**config.mk**
```make
export PLATFORM = sky130hd
export DESIGN_NAME = i2s_tx_sequencer
export DESIGN_NICKNAME = d
export VERILOG_FILES = /design/src/rtl/i2s_tx_sequencer.sv
export SDC_FILE = /design/constraint.sdc
export NUM_CORES = 1
export LEC_CHECK = 0
export ABC_AREA = 0
export CORE_MARGIN = 2
export CORE_UTILIZATION = 35
export DETAILED_ROUTE_END_ITERATION = 10
export PLACE_DENSITY_LB_ADDON = 0.12
export SLEW_MARGIN = 20
export SYNTH_ARGS = -nofsm -noshare
export SYNTH_HDL_FRONTEND = slang
export SYNTH_SLANG_ARGS = --single-unit
```
**constraint.sdc**
```tcl
create_clock -name aud_mclk -period 4.4 [get_ports aud_mclk]
set_clock_uncertainty 0.15 [all_clocks]
set_input_delay 0.66 -clock aud_mclk [delete_from_list [all_inputs] [get_ports aud_mclk]]
set_output_delay 0.66 -clock aud_mclk [all_outputs]
set_load 0.01 [all_outputs]
```
**src/rtl/i2s_tx_sequencer.sv**
```systemverilog
// I2S (Philips format) transmit sequencer: single-entry sample buffer feeding a
// slot-wide serializer with a programmable sclk divider and sticky underflow irq.
//
// state | meaning
// IDLE  | outputs parked low, divider held at 0, buffer contents retained
// PRIME | waiting for the first (left) sample to land in the buffer
// RUN   | framing; buffer refilled whenever it empties
// DRAIN | finishing the current frame, no new samples accepted
module i2s_tx_sequencer #(
    parameter int DATA_WIDTH = 24,
    parameter int SLOT_WIDTH = 32
) (
    input  logic                  aud_mclk,
    input  logic                  aud_mrst,
    input  logic                  en,
    input  logic [7:0]            sclk_div,
    input  logic [DATA_WIDTH-1:0] s_tdata,
    input  logic                  s_tvalid,
    output logic                  s_tready,
    output logic                  sclk_out,
    output logic                  lrclk_out,
    output logic                  sdata_0_out,
    output logic                  irq,
    input  logic                  irq_clr
);

    localparam int BW = $clog2(2 * SLOT_WIDTH);
    localparam logic [BW-1:0] B_LAST  = BW'(2 * SLOT_WIDTH - 1);
    localparam logic [BW-1:0] B_RIGHT = BW'(SLOT_WIDTH);
    localparam logic [BW-1:0] B_LR_LO = BW'(SLOT_WIDTH - 1);
    localparam logic [BW-1:0] B_LR_HI = BW'(2 * SLOT_WIDTH - 2);

    typedef enum logic [1:0] {
        IDLE  = 2'd0,
        PRIME = 2'd1,
        RUN   = 2'd2,
        DRAIN = 2'd3
    } state_t;

    state_t                  state_q, state_d;
    logic [7:0]              div_q;
    logic [7:0]              cnt_q;
    logic                    sclk_q;
    logic [BW-1:0]           b_q;
    logic [BW-1:0]           b_next;
    logic [SLOT_WIDTH-1:0]   shift_q;
    logic [SLOT_WIDTH-1:0]   load_word;
    logic                    buf_full_q;
    logic [DATA_WIDTH-1:0]   buf_q;
    logic                    irq_q;

    logic                    active;
    logic                    tick;
    logic                    fall;
    logic                    load_edge;
    logic                    underflow;
    logic                    accept;
    logic                    run_entry;

    always_comb begin
        active    = (state_q == RUN) || (state_q == DRAIN);
        tick      = active && (cnt_q == (div_q - 8'd1));
        fall      = tick && sclk_q;
        b_next    = (b_q == B_LAST) ? '0 : (b_q + BW'(1));
        load_edge = fall && ((b_next == '0) || (b_next == B_RIGHT));
        underflow = load_edge && !buf_full_q;
        s_tready  = ((state_q == PRIME) || (state_q == RUN)) && !buf_full_q;
        accept    = s_tvalid && s_tready;
        // Sample is left-justified in the slot; the tail of the slot is zero pad.
        load_word = '0;
        load_word[SLOT_WIDTH-1 -: DATA_WIDTH] = buf_q;
    end

    always_comb begin
        state_d   = state_q;
        run_entry = 1'b0;
        case (state_q)
            IDLE: begin
                if (en) state_d = PRIME;
            end
            PRIME: begin
                if (!en) begin
                    state_d = IDLE;
                end else if (buf_full_q) begin
                    state_d   = RUN;
                    run_entry = 1'b1;
                end
            end
            RUN: begin
                if (!en) state_d = DRAIN;
            end
            DRAIN: begin
                if (fall && (b_next == B_LAST)) state_d = IDLE;
            end
            default: state_d = IDLE;
        endcase
    end

    always_ff @(posedge aud_mclk) begin
        if (aud_mrst) begin
            state_q    <= IDLE;
            div_q      <= 8'd1;
            cnt_q      <= '0;
            sclk_q     <= 1'b0;
            b_q        <= B_LAST;
            shift_q    <= '0;
            buf_full_q <= 1'b0;
            buf_q      <= '0;
            irq_q      <= 1'b0;
        end else begin
            state_q <= state_d;

            if (underflow) begin
                irq_q <= 1'b1;
            end else if (irq_clr) begin
                irq_q <= 1'b0;
            end

            if (accept) begin
                buf_full_q <= 1'b1;
                buf_q      <= s_tdata;
            end else if (load_edge) begin
                buf_full_q <= 1'b0;
            end

            // Any path into IDLE parks the serializer so the outputs drop the same cycle.
            if (state_d == IDLE) begin
                cnt_q   <= '0;
                sclk_q  <= 1'b0;
                b_q     <= B_LAST;
                shift_q <= '0;
            end else if (run_entry) begin
                div_q   <= (sclk_div == 8'd0) ? 8'd1 : sclk_div;
                cnt_q   <= '0;
                sclk_q  <= 1'b0;
                b_q     <= B_LAST;
                shift_q <= '0;
            end else if (tick) begin
                cnt_q  <= '0;
                sclk_q <= ~sclk_q;
                if (sclk_q) begin
                    b_q <= b_next;
                    if (load_edge) begin
                        shift_q <= buf_full_q ? load_word : '0;
                    end else begin
                        shift_q <= {shift_q[SLOT_WIDTH-2:0], 1'b0};
                    end
                end
            end else if (active) begin
                cnt_q <= cnt_q + 8'd1;
            end
        end
    end

    assign sclk_out    = sclk_q;
    assign lrclk_out   = active && (b_q >= B_LR_LO) && (b_q <= B_LR_HI);
    assign sdata_0_out = shift_q[SLOT_WIDTH-1];
    assign irq         = irq_q;

endmodule

```
==> run_1/layer_met1.png <==
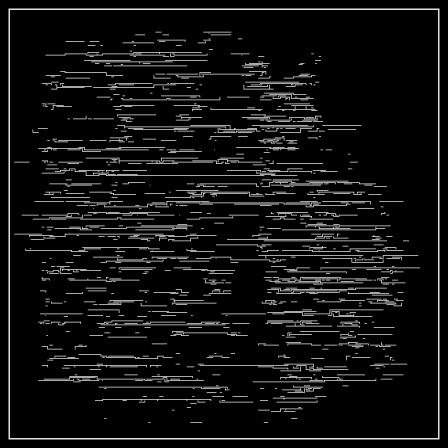
The layer carries 4100 µm of wire. The longest straight run is 39.6 µm. The wires run mostly horizontal.
WL final: 8170 µm
GR Util met1: 19.5%
via count: 3132

==> run_1/layer_met2.png <==
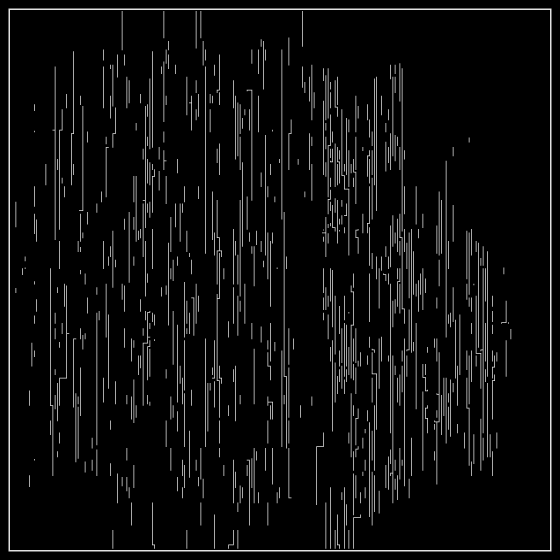
The layer holds 45% of the routed length. 416 nets have wire on it. The wires run mostly vertical.
met2 GRT Util: 25.5%

==> run_1/layer_met3.png <==
The bar under the picture is 20 µm long. Cells faint in the background.
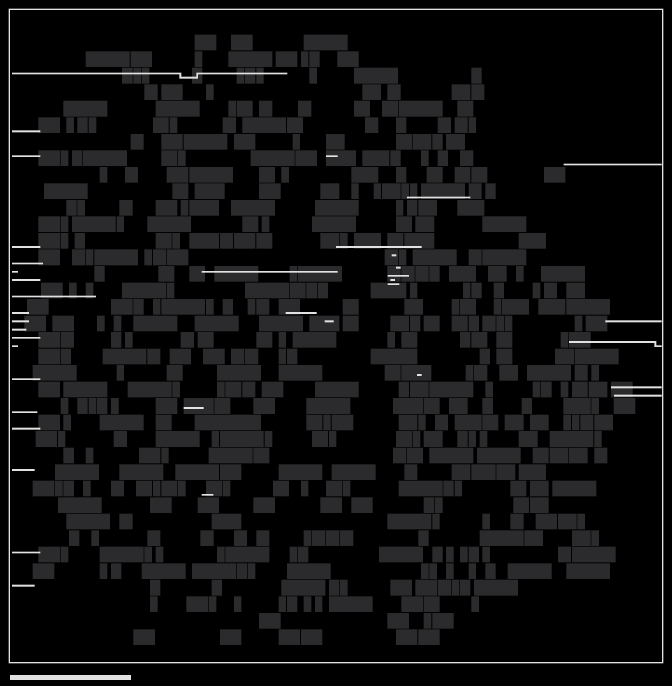
The wires run mostly horizontal. The layer holds 2.9% of the routed length. 29 nets have wire on it. The longest straight run is 27.6 µm.
GR Util met3: 2.42%

==> run_1/layer_met4.png <==
The bar under the picture is 20 µm long.
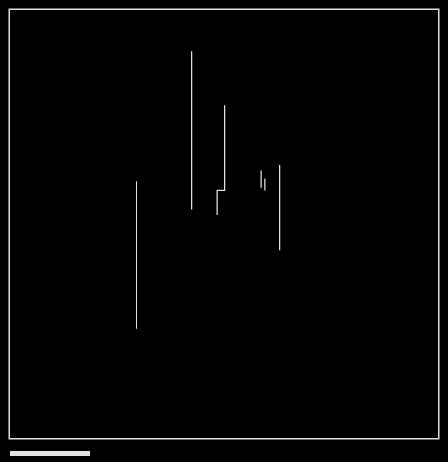
The wires run mostly vertical. The longest straight run is 39.4 µm. 4 nets have wire on it. The layer carries 133 µm of wire. The layer holds 1.6% of the routed length.

-- run 1: worst max-delay path, cell delays in order, from the launching register on --
cell and delay (ns):
dfxtp_1 0.35, inv_1 0.08, ha_1 0.21, or3b_1 0.40, nor4_1 0.20, o211ai_1 0.20
or4_1 0.76, o21ai_4 0.69, o21bai_1 0.20
-- run 1: power groups by stage --
stage | Sequential, mW | Clock [mW] | Combinational (mW)
floorplan | 0.724 | 0 | 0.112
global placement | 0.735 | 0 | 0.166
detailed placement | 0.735 | 0 | 0.167
CTS | 0.719 | 0.560 | 0.168
global route | 0.724 | 0.587 | 0.187
finish | 0.719 | 0.544 | 0.165
-- run 1: logic make-up after synthesis --
logic type,after synthesis
simple gates,189
compound gates,97
flops,75
buf+inv,40
mux,23
xor+xnor,19
fa+ha+maj,10
-- run 1: Yosys cell counts (all sizes together) (2+ instances only) --
library cell,count,area share [%]
clkbuf,27,2.7
xnor2,12,2.8
dfxtp,75,40
nand2,77,7.7
or4,4,0.90
nor2,38,3.8
o211ai,6,1.2
a21o,2,0.40
buf,5,0.77
o311ai,2,0.47
o31ai,3,0.60
nor4,4,1.0
nand4,4,0.67
nand3b,3,0.60
nor3,4,0.54
nand2b,6,1.0
ha,10,3.3
mux2i,23,6.2
and4,2,0.47
nand3,7,0.94
o21bai,2,0.40
inv,8,0.80
a211o,2,0.47
or3,2,0.33
o21ai,5,0.97
a21oi,40,5.4
a31oi,2,0.33
and3,5,0.84
or3b,2,0.47
and2,26,4.3
nor2b,2,0.33
nor3b,2,0.40
xor2,7,1.6
a211oi,25,5.0
-- run 1: path summary, 6_finish.rpt --
path,from,endpoint,slack [ns],depth (start not counted)
hold / removal,buf_q[17]$_SDFFE_PP0P_,buf_q[17]$_SDFFE_PP0P_,0.30,2
hold reg to reg,buf_q[17]$_SDFFE_PP0P_,buf_q[17]$_SDFFE_PP0P_,0.30,2
setup reg to reg,div_q[0]$_SDFFE_PP1P_,b_q[2]$_SDFFE_PP1P_,1.08,8
setup / recovery,div_q[0]$_SDFFE_PP1P_,b_q[2]$_SDFFE_PP1P_,1.08,8
-- run 1: flip-flops by register name, summed over array words and instances, names as in the netlist --
name        cells
buf_full_q      1
sclk_out        1
state_q         2
shift_q        24
div_q           8
b_q             6
irq             1
cnt_q           8
buf_q          24
-- run 1: per-layer routing --
| layer | vias to the layer above | part of all wire (%) | global-route usage (%) |
|---|---|---|---|
| li1 | 1628 | - | - |
| met1 | 1450 | 50 | 19.5 |
| met2 | 39 | 45 | 25.5 |
| met3 | 15 | 2.9 | 2.42 |
| met4 | 0 | 1.6 | 5.49 |
| met5 | - | 0 | 0 |
-- run 1: cell type report --
class / instances / area (µm²) / area share (%)
inverters: 8 / 30.0 / 0.676
flip-flops and latches: 75 / 1500 / 33.8
clock buffers: 11 / 141 / 3.18
multi-input cells: 338 / 2090 / 47.0
clock inverters: 5 / 62.6 / 1.41
repair buffers: 46 / 448 / 10.1
well taps: 136 / 170 / 3.83
==> results.sh, run 1 <==
# implementation run metrics
export IMPL_ir_drop_mv=0.121
export IMPL_drt_iter0_drc=83
export IMPL_muxShareOfSynthArea_pct=6.16
export IMPL_status="completed"
export IMPL_h_tree_depth=3
export IMPL_ys_chip_area_um2=3740
export IMPL_mostFrequentLayoutCell="nand2_1"
export IMPL_gr_total_overflow=0
export IMPL_power_total_mw=1.43
export IMPL_die_area_um2=11500
export IMPL_ctsHoldBuffers=0
export IMPL_fin_cells=619
export IMPL_tool_warnings=32
export IMPL_yosysWarnings=0
export IMPL_rsz0062_at_grt="false"
export IMPL_die_x_um=107
export IMPL_drc=0
export IMPL_period_needed_ns=3.32
export IMPL_area_growth_pct=18.7
export IMPL_simple_gate_area_share_pct=24.6
export IMPL_switching_share_pct=26.5
export IMPL_cts_setup_buffers=0
export IMPL_io_buffers=41
export IMPL_cts_sinks=75
export IMPL_fillCellCount=1097
export IMPL_dr_pass1_iters=4
export IMPL_power_frac_clock_pct=38.1
export IMPL_antenna_found_initial=0
export IMPL_place_inst=603
export IMPL_root_buffer="clkbuf_8"
export IMPL_p_comb_share_pct=11.6
export IMPL_worst_pin_slew_ns=0.854
export IMPL_yosysCellCount=453
export IMPL_p_int_mw=1.05
export IMPL_required_ns=4.53
export IMPL_cts_buffers=9
export IMPL_synthArstFlopShare_pct=0
export IMPL_ys_types=52
export IMPL_worstSkewPairLatency_ns=0.35
export IMPL_fp_dieH_um=107
export IMPL_ctsResizeCount=0
export IMPL_track_usage_pct=15.1
export IMPL_syn_num_nets=500
export IMPL_ys_seq_share_pct=40.1
export IMPL_synthCells=453
export IMPL_aoi_share_pct=17.0
==> run_1/congestion.png <==
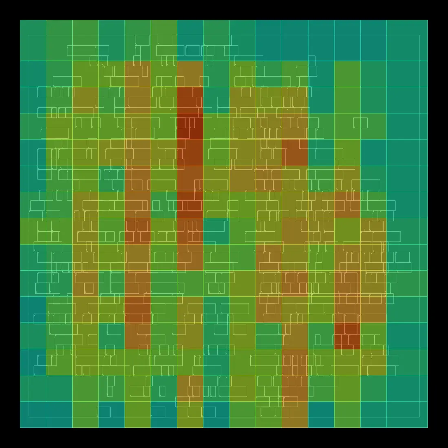

## Run 2: what changed since run 1
==> constraint.sdc (replaced) <==
create_clock -name aud_mclk -period 2.75 [get_ports aud_mclk]
set_clock_uncertainty 0.15 [all_clocks]
set_input_delay 0.4125 -clock aud_mclk [delete_from_list [all_inputs] [get_ports aud_mclk]]
set_output_delay 0.4125 -clock aud_mclk [all_outputs]
set_load 0.01 [all_outputs]
==> run_2/congestion.png <==
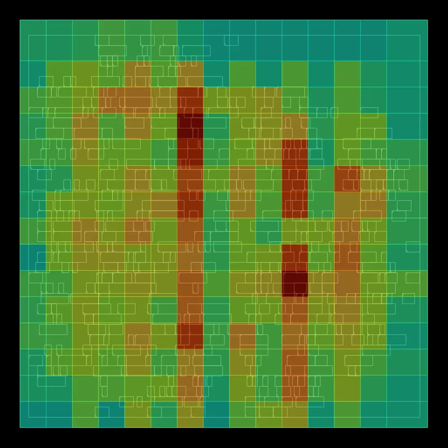
met2 GRT Util: 27.1%
routed wire length per instance: 14.1 µm

==> run 2 against run 1 <==
Synthesized cell count stayed put. Register-to-register slack worse by 0.98 ns. Sequential power grew 59%. Cell area up 7.7%. Global-route usage rose by 1.1 points. Cell count grew 3.6%. Setup slack worse by 0.98 ns. Combinational power grew 110%. Critical path depth is the same. Utilization rose by 3.3 points. Critical path type unchanged. Largest cell class unchanged. Largest power group unchanged.
==> results.sh, run 2 <==
# implementation run metrics
export IMPL_status="completed"
export IMPL_ys_top_cells_by_count="nand2_1, dfxtp_1, a21oi_1"
export IMPL_tool_warnings=33
export IMPL_grt_pass1_vias=3251
export IMPL_period_needed_ns=2.66
export IMPL_die_x_um=107
export IMPL_largest_area_cell="dfxtp_1"
export IMPL_cts_sinks=75
export IMPL_mostFrequentLayoutCell="nand2_1"
export IMPL_yosysTopAreaCellShare_pct=40.1
export IMPL_synthArstFlopShare_pct=0
export IMPL_leakagePower_nw=1.63
export IMPL_path_cells="buf_4, or4_4, a211oi_2, a211oi_2, or4_4, o21ai_4, buf_12, a211oi_1"
export IMPL_track_usage_pct=16.3
export IMPL_cp_slowest_cell="or4_4"
export IMPL_h_tree_depth=3
export IMPL_drt_iter0_drc=124
export IMPL_ys_seq_share_pct=40.1
export IMPL_reg_largest_list="buf_q x24, shift_q x24"
export IMPL_maxCapViolCount=0
export IMPL_lay_top_cells="nand2_1, dfxtp_1, a21oi_1, clkdlybuf4s50_1, nor2_1"
export IMPL_place_area_um2=4380
export IMPL_grt_max_degree=36
export IMPL_rsz0062_at_grt="true"
export IMPL_area_growth_pct=27.8
export IMPL_worst_pin_slew_ns=0.503
export IMPL_ctsHoldBuffers=0
export IMPL_yosysWarnings=0
export IMPL_ys_chip_area_um2=3740
export IMPL_ys_types=52
export IMPL_dr_pass1_iters=4
export IMPL_antenna_found_initial=0
export IMPL_io_buffers=41
export IMPL_top_cells_by_area="dfxtp_1, nand2_1, mux2i_1, a21oi_1, a211oi_1"
export IMPL_vias=3242
export IMPL_synthFlopType="dfxtp_1"
export IMPL_yosysCellCount=453
export IMPL_powerDensity_nw_per_um2=489
export IMPL_yosys_cell_count_top_type="nand2_1"
export IMPL_fp_dieH_um=107
export IMPL_setup_tns_ns=0
export IMPL_hold_path_depth=2
export IMPL_required_ns=2.81
export IMPL_final_util_pct=46.1
export IMPL_ir_drop_mv=0.288
export IMPL_die_area_um2=11500
export IMPL_gr_total_overflow=0
export IMPL_cts_buffers=9
export IMPL_drc=0
export IMPL_layout_drive_gt1_share_pct=12.5
export IMPL_root_buffer="clkbuf_8"
export IMPL_r2r_cells=8
export IMPL_syn_cell_area_um2=3740
export IMPL_fillCellCount=1067
export IMPL_synthCells=453
export IMPL_syn_num_nets=500
export IMPL_crit_path_max_incr_delay_ns=0.56
export IMPL_diodes=0
export IMPL_worstSkewPairLatency_ns=0.34
==> run_2/layer_met3.png <==
The bar under the picture is 20 µm long. Cells faint in the background.
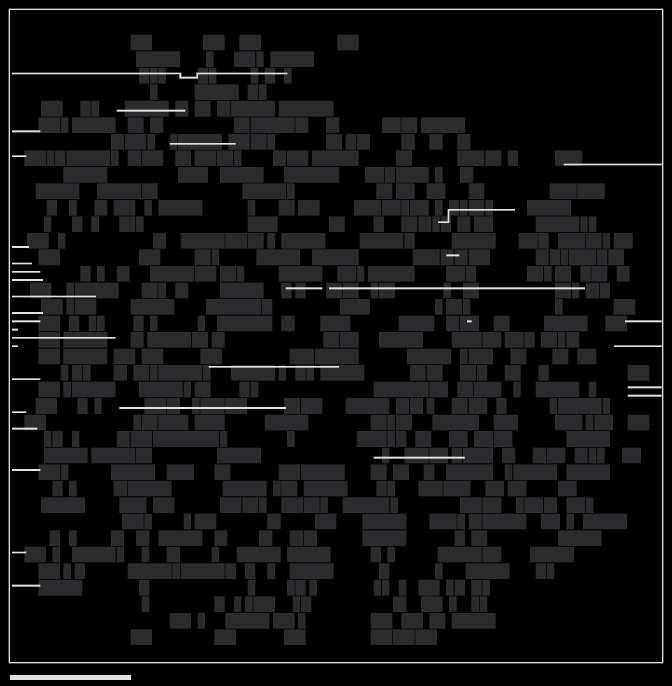
The layer holds 3.5% of the routed length. 30 nets have wire on it. The wires run mostly horizontal.
GR Util met3: 3.39%
WL final: 9030 µm

[run 2: layout make-up]
type | count | area, µm² | share of cell area, %
clock buffer | 11 | 131 | 2.75
clock inverter | 5 | 60.1 | 1.26
inverter | 8 | 30.0 | 0.628
multi-input combinational | 338 | 2150 | 45.0
sequential | 75 | 1510 | 31.5
tap | 136 | 170 | 3.56
timing repair buffer | 68 | 731 | 15.3
[run 2: logic make-up (layout without fill, tap and decap cells)]
kind of cell | Yosys count | count (layout) | synth area share, %
simple gates | 189 | 189 | 24.6
compound gates | 97 | 97 | 17.0
flops | 75 | 75 | 40.1
buf+inv | 40 | 92 | 4.32
mux | 23 | 23 | 6.16
xor+xnor | 19 | 19 | 4.45
fa+ha+maj | 10 | 10 | 3.35
[run 2: final timing paths]
kind,start,slack (ns),to
max reg2reg,div_q[1]$_SDFFE_PP0P_,0.09,shift_q[9]$_SDFFE_PP0P_
min,buf_q[17]$_SDFFE_PP0P_,0.30,buf_q[17]$_SDFFE_PP0P_
max,div_q[1]$_SDFFE_PP0P_,0.09,shift_q[9]$_SDFFE_PP0P_
min reg2reg,buf_q[17]$_SDFFE_PP0P_,0.30,buf_q[17]$_SDFFE_PP0P_
[run 2: worst max-delay path, delay by kind of cell, from the launching register on]
kind / cells / cell delay (ns)
AOI/OAI and AO/OA: 4 / 0.68
DFF: 1 / 0.32
buffers and inverters: 2 / 0.32
and+or+nand+nor: 2 / 1.07
[run 2: what timing repair did]
item                                    CTS  global route
pin swaps                                 0             7
resized                                   1            19
setup buffers                             0             3
cloned                                    0             5
endpoints found under the setup margin   29            33
endpoints found under the hold margin     0             0
[run 2: metrics by stage]
stage | power [mW] | std cells | hold WS, ns
finish | 2.34 | 641 | 0.302
global route | 2.46 | 641 | 0.327
CTS | 2.34 | 633 | 0.306
detailed placement | 1.48 | 617 | 0.293
global placement | 1.48 | 617 | 0.290
floorplan | 1.34 | 453 | 0.281
[run 2: per-layer routing]
metal	routed length (µm)	track usage [%]
met1	4370	21.3
met2	4290	27.1
met3	318	3.39
met4	53	4.67
met5	0	0
[run 2: power breakdown]
part	internal, mW	switching [mW]
sequential	1.12	0.0199
clock	0.426	0.423
combinational	0.163	0.186
total	1.71	0.629
Power and IR drop assume default switching activity.
